$ cat src/rtl/sram_arbiter.sv
// sram_arbiter: two-port round-robin arbiter in front of a single-ported
// SRAM with a registered (1-cycle latency) read path.
// Each access: IDLE -> ACCESS (enables driven) -> IDLE for writes,
// IDLE -> ACCESS -> RESP (read data captured) -> IDLE for reads.
// All outputs are registered.

module sram_arbiter #(
  parameter int ADDR_W = 7,
  parameter int DATA_W = 8
) (
  input  logic              sram_clk,
  input  logic              sram_ares,
  // requester port 0
  input  logic              p0_req,
  input  logic              p0_we,
  input  logic [ADDR_W-1:0] p0_addr,
  input  logic [DATA_W-1:0] p0_wdata,
  output logic              p0_gnt,
  output logic              p0_rvalid,
  output logic [DATA_W-1:0] p0_rdata,
  // requester port 1
  input  logic              p1_req,
  input  logic              p1_we,
  input  logic [ADDR_W-1:0] p1_addr,
  input  logic [DATA_W-1:0] p1_wdata,
  output logic              p1_gnt,
  output logic              p1_rvalid,
  output logic [DATA_W-1:0] p1_rdata,
  // SRAM side
  output logic              mem_wr_enable,
  output logic              mem_rd_enable,
  output logic [ADDR_W-1:0] mem_index,
  output logic [DATA_W-1:0] mem_data_in,
  input  logic [DATA_W-1:0] mem_data_out,
  // status
  output logic              busy
);

  typedef enum logic [1:0] {
    IDLE   = 2'd0,
    ACCESS = 2'd1,
    RESP   = 2'd2
  } state_t;

  state_t state;
  logic   ptr;      // favoured port on simultaneous requests
  logic   sel;      // port owning the access in flight
  logic   cur_we;   // latched direction of the access in flight

  logic              any_req;
  logic              pick;
  logic              pick_we;
  logic [ADDR_W-1:0] pick_addr;
  logic [DATA_W-1:0] pick_wdata;

  // Round-robin selection among the ports requesting right now
  always_comb begin
    any_req = p0_req | p1_req;
    if (p0_req && p1_req) begin
      pick = ptr;
    end else begin
      pick = p1_req;
    end
    pick_we    = pick ? p1_we    : p0_we;
    pick_addr  = pick ? p1_addr  : p0_addr;
    pick_wdata = pick ? p1_wdata : p0_wdata;
  end

  // Arbitration FSM with registered SRAM controls and requester responses
  always_ff @(posedge sram_clk) begin
    if (sram_ares) begin
      state         <= IDLE;
      ptr           <= 1'b0;
      sel           <= 1'b0;
      cur_we        <= 1'b0;
      p0_gnt        <= 1'b0;
      p1_gnt        <= 1'b0;
      p0_rvalid     <= 1'b0;
      p1_rvalid     <= 1'b0;
      p0_rdata      <= '0;
      p1_rdata      <= '0;
      mem_wr_enable <= 1'b0;
      mem_rd_enable <= 1'b0;
      mem_index     <= '0;
      mem_data_in   <= '0;
      busy          <= 1'b0;
    end else begin
      p0_gnt    <= 1'b0;
      p1_gnt    <= 1'b0;
      p0_rvalid <= 1'b0;
      p1_rvalid <= 1'b0;
      case (state)
        IDLE: begin
          if (any_req) begin
            sel           <= pick;
            ptr           <= ~pick;
            cur_we        <= pick_we;
            mem_wr_enable <= pick_we;
            mem_rd_enable <= ~pick_we;
            mem_index     <= pick_addr;
            mem_data_in   <= pick_wdata;
            p0_gnt        <= ~pick;
            p1_gnt        <= pick;
            busy          <= 1'b1;
            state         <= ACCESS;
          end else begin
            mem_wr_enable <= 1'b0;
            mem_rd_enable <= 1'b0;
            busy          <= 1'b0;
          end
        end
        ACCESS: begin
          mem_wr_enable <= 1'b0;
          mem_rd_enable <= 1'b0;
          if (cur_we) begin
            busy  <= 1'b0;
            state <= IDLE;
          end else begin
            busy  <= 1'b1;
            state <= RESP;
          end
        end
        RESP: begin
          if (sel) begin
            p1_rdata  <= mem_data_out;
            p1_rvalid <= 1'b1;
          end else begin
            p0_rdata  <= mem_data_out;
            p0_rvalid <= 1'b1;
          end
          busy  <= 1'b0;
          state <= IDLE;
        end
        default: begin
          mem_wr_enable <= 1'b0;
          mem_rd_enable <= 1'b0;
          busy          <= 1'b0;
          state         <= IDLE;
        end
      endcase
    end
  end

endmodule

$ cat config.mk
export PLATFORM = sky130hd
export DESIGN_NAME = sram_arbiter
export DESIGN_NICKNAME = d
export VERILOG_FILES = /design/src/rtl/sram_arbiter.sv
export SDC_FILE = /design/constraint.sdc
export NUM_CORES = 1
export LEC_CHECK = 0
export CAP_MARGIN = 20
export CORE_ASPECT_RATIO = 0.7
export CORE_MARGIN = 2
export CORE_UTILIZATION = 35
export CTS_BUF_LIST = sky130_fd_sc_hd__clkbuf_8
export DETAILED_ROUTE_END_ITERATION = 16
export PLACE_DENSITY = 0.72
export SLEW_MARGIN = 25
export SYNTH_ARGS = -nofsm -noshare
export SYNTH_HDL_FRONTEND = slang
export SYNTH_SLANG_ARGS = --single-unit
$ cat constraint.sdc
create_clock -name sram_clk -period 2.42 [get_ports sram_clk]
set_input_delay 0.363 -clock sram_clk [delete_from_list [all_inputs] [get_ports sram_clk]]
set_output_delay 0.363 -clock sram_clk [all_outputs]
set_load 0.01 [all_outputs]
**Clock nets**

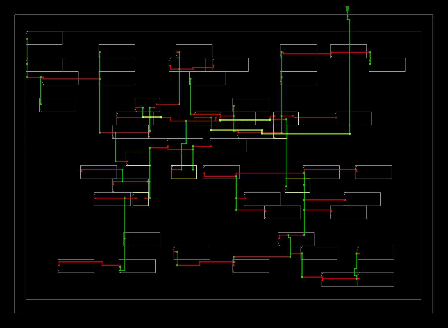
CTS buffer count: 5
Late-Pin Clk Latency: 290 ps
setup skew after layout: 13.2 ps

**Clock distribution**

(3 px per µm)
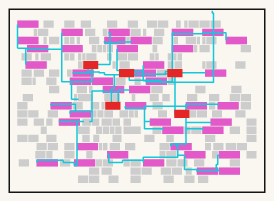
[red] clock drivers | count: 5
[magenta] flip-flops | count: 43
[cyan] clock wires | length: 528 µm
flops lie	spread over the die

**Gate families picked out**

(3 px per µm)
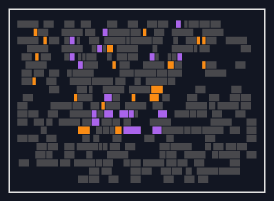
color	family	cells	most used
orange	nor cells	18	nor2_1
purple	aoi and oai cells	17	a21oi_1

==> flow.log <==
[report] implementation figures
[metrics] headroom to the max-slew limit: 0.577
[metrics] Starting DRT DRC Count: 68
[metrics] FFs w/ async S/R, synth: 0
[metrics] max-capacitance violation count: 0
[metrics] Max stage delay cell, worst path: sky130_fd_sc_hd__nor2_2
[metrics] count of state elements after synthesis: between 40 and 50
[metrics] unrepaired setup endpoints after global routing: no
[metrics] wire length after detailed routing: about 4100 µm
[metrics] cell-by-cell trace of the critical path: clkdlybuf4s50_1, nand2b_1, nand3_1, nor2_2, a221o_1
[metrics] launch instance of the worst register-to-register path: state[0]$_SDFFE_PP0P_
[metrics] summed standard-cell area reported by yosys: between 1500 and 2000 µm²
[metrics] final weighted congestion of routability-driven global placement: 0.755
[metrics] startpoint of the most critical setup path: p0_req
[metrics] areal power density over the cells: just over 600 nW/µm²
[metrics] Worst Hold Slack: 455 ps
[metrics] largest fanout on the critical path: 15
[metrics] final count of pins violating max slew: 0
[metrics] Syn Inst Count: around 150
[metrics] outcome: finished, final reports clean
[metrics] area fraction in and, or, nand and nor cells: 0.205
[metrics] top cell types by occurrence after synthesis: sky130_fd_sc_hd__dfxtp_1, sky130_fd_sc_hd__a221o_1, sky130_fd_sc_hd__nand2_1, sky130_fd_sc_hd__nor2_1
[metrics] number of buffers on the longest clock path: 2
[metrics] class of the most critical setup path: in -> reg
**Supply network**

(4 px per µm) Pins as bars on the die edge.
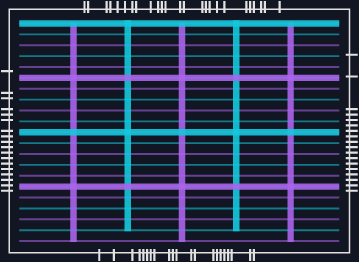
color	net
cyan	VDD
purple	VSS
met5 straps	4
signal pins	82
horizontal die dimension: 84.7 µm
VDD IR-drop max: 0.279 mV

**Routed metal, one color a layer**

(6 px per µm)
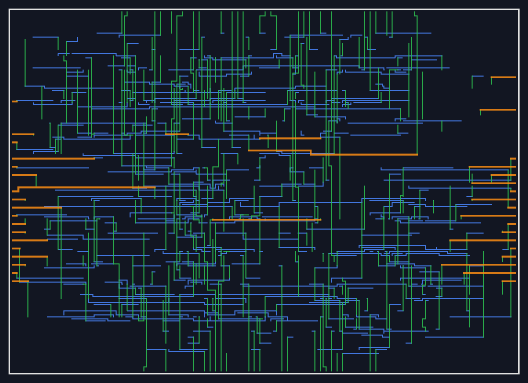
color	layer	wire length
orange	metal 3	227 µm
blue	metal 1	2060 µm
green	metal 2	1820 µm

## area by class of cell
type / instances / area [µm²] / share of cell area
clock buffer: 6 / 82.6 / 0.0325
clock inverter: 2 / 16.3 / 0.00641
multi-input combinational: 102 / 677 / 0.267
sequential: 43 / 861 / 0.339
tap: 55 / 68.8 / 0.0271
timing repair buffer: 84 / 833 / 0.328
## stage by stage
| stage | utilization | std cells | area, µm² |
|---|---|---|---|
| after global routing | 0.583 | 292 | 2540 |
| after floorplan | - | 154 | 1600 |
| after detailed placement | 0.560 | 284 | 2440 |
| after global placement | 0.560 | 284 | 2440 |
| after CTS | 0.583 | 292 | 2540 |
| final | 0.583 | 292 | 2540 |
## power groups by stage
stage | registers (µW) | logic, µW | clock network, µW
2_1_floorplan | 811 | 108 | 0
6_report | 783 | 289 | 485
4_1_cts | 783 | 293 | 498
3_3_place_gp | 798 | 290 | 0
5_1_grt | 789 | 311 | 535
3_5_place_dp | 798 | 292 | 0
## critical path: cells and delay by family
family | cells | cell delay (ps)
AND-OR/OR-AND | 1 | 250
buffers and inverters | 1 | 460
AND/OR/NAND/NOR | 3 | 740
## state kept, by name, summed over array words and instances (netlist names), 2 cells and up
name / cells
p1_rdata: 8
state: 2
p0_rdata: 8
mem_data_in: 8
mem_index: 7
## placed cells by master, fill, tap and decap left out, types with 2 or more instances in the layout
master	n
sky130_fd_sc_hd__and2_0	8
sky130_fd_sc_hd__clkbuf_8	6
sky130_fd_sc_hd__a21oi_1	10
sky130_fd_sc_hd__a21o_1	2
sky130_fd_sc_hd__a221o_1	13
sky130_fd_sc_hd__a32oi_1	2
sky130_fd_sc_hd__nand3_1	10
sky130_fd_sc_hd__dfxtp_1	43
sky130_fd_sc_hd__nor2_1	12
sky130_fd_sc_hd__nor2b_1	2
sky130_fd_sc_hd__nand2_1	12
sky130_fd_sc_hd__mux2i_1	8
sky130_fd_sc_hd__buf_4	3
sky130_fd_sc_hd__clkdlybuf4s50_1	81
sky130_fd_sc_hd__and2_1	6
sky130_fd_sc_hd__nor2_4	2
## worst min path at each step
| stage | from | to | slack (ps) | cells past startpoint |
|---|---|---|---|---|
| global placement | cur_we$_SDFFE_PP0P_ | state[1]$_SDFFE_PP0P_ | 440 | 1 |
| global route | p1_rdata[2]$_SDFFE_PP0P_ | p1_rdata[2]$_SDFFE_PP0P_ | 470 | 2 |
| floorplan | cur_we$_SDFFE_PP0P_ | state[1]$_SDFFE_PP0P_ | 410 | 1 |
| CTS | p1_rdata[0]$_SDFFE_PP0P_ | p1_rdata[0]$_SDFFE_PP0P_ | 460 | 2 |
| finish | p1_rdata[0]$_SDFFE_PP0P_ | p1_rdata[0]$_SDFFE_PP0P_ | 460 | 2 |
| detailed placement | cur_we$_SDFFE_PP0P_ | state[1]$_SDFFE_PP0P_ | 440 | 1 |
## kinds of logic after synthesis
logic type             count (synthesis)
buffers and inverters                  9
AND/OR/NAND/NOR                       61
multiplexers                           8
flip-flops                            43
AND-OR/OR-AND                         33
## routing by layer
layer	GRT usage	vias up	part of all wire
li1	-	720	-
met3	0.0463	0	0.055
met5	0	-	0
met2	0.235	44	0.44
met1	0.225	648	0.50
met4	0.0408	0	0
Power and IR drop assume default switching activity.
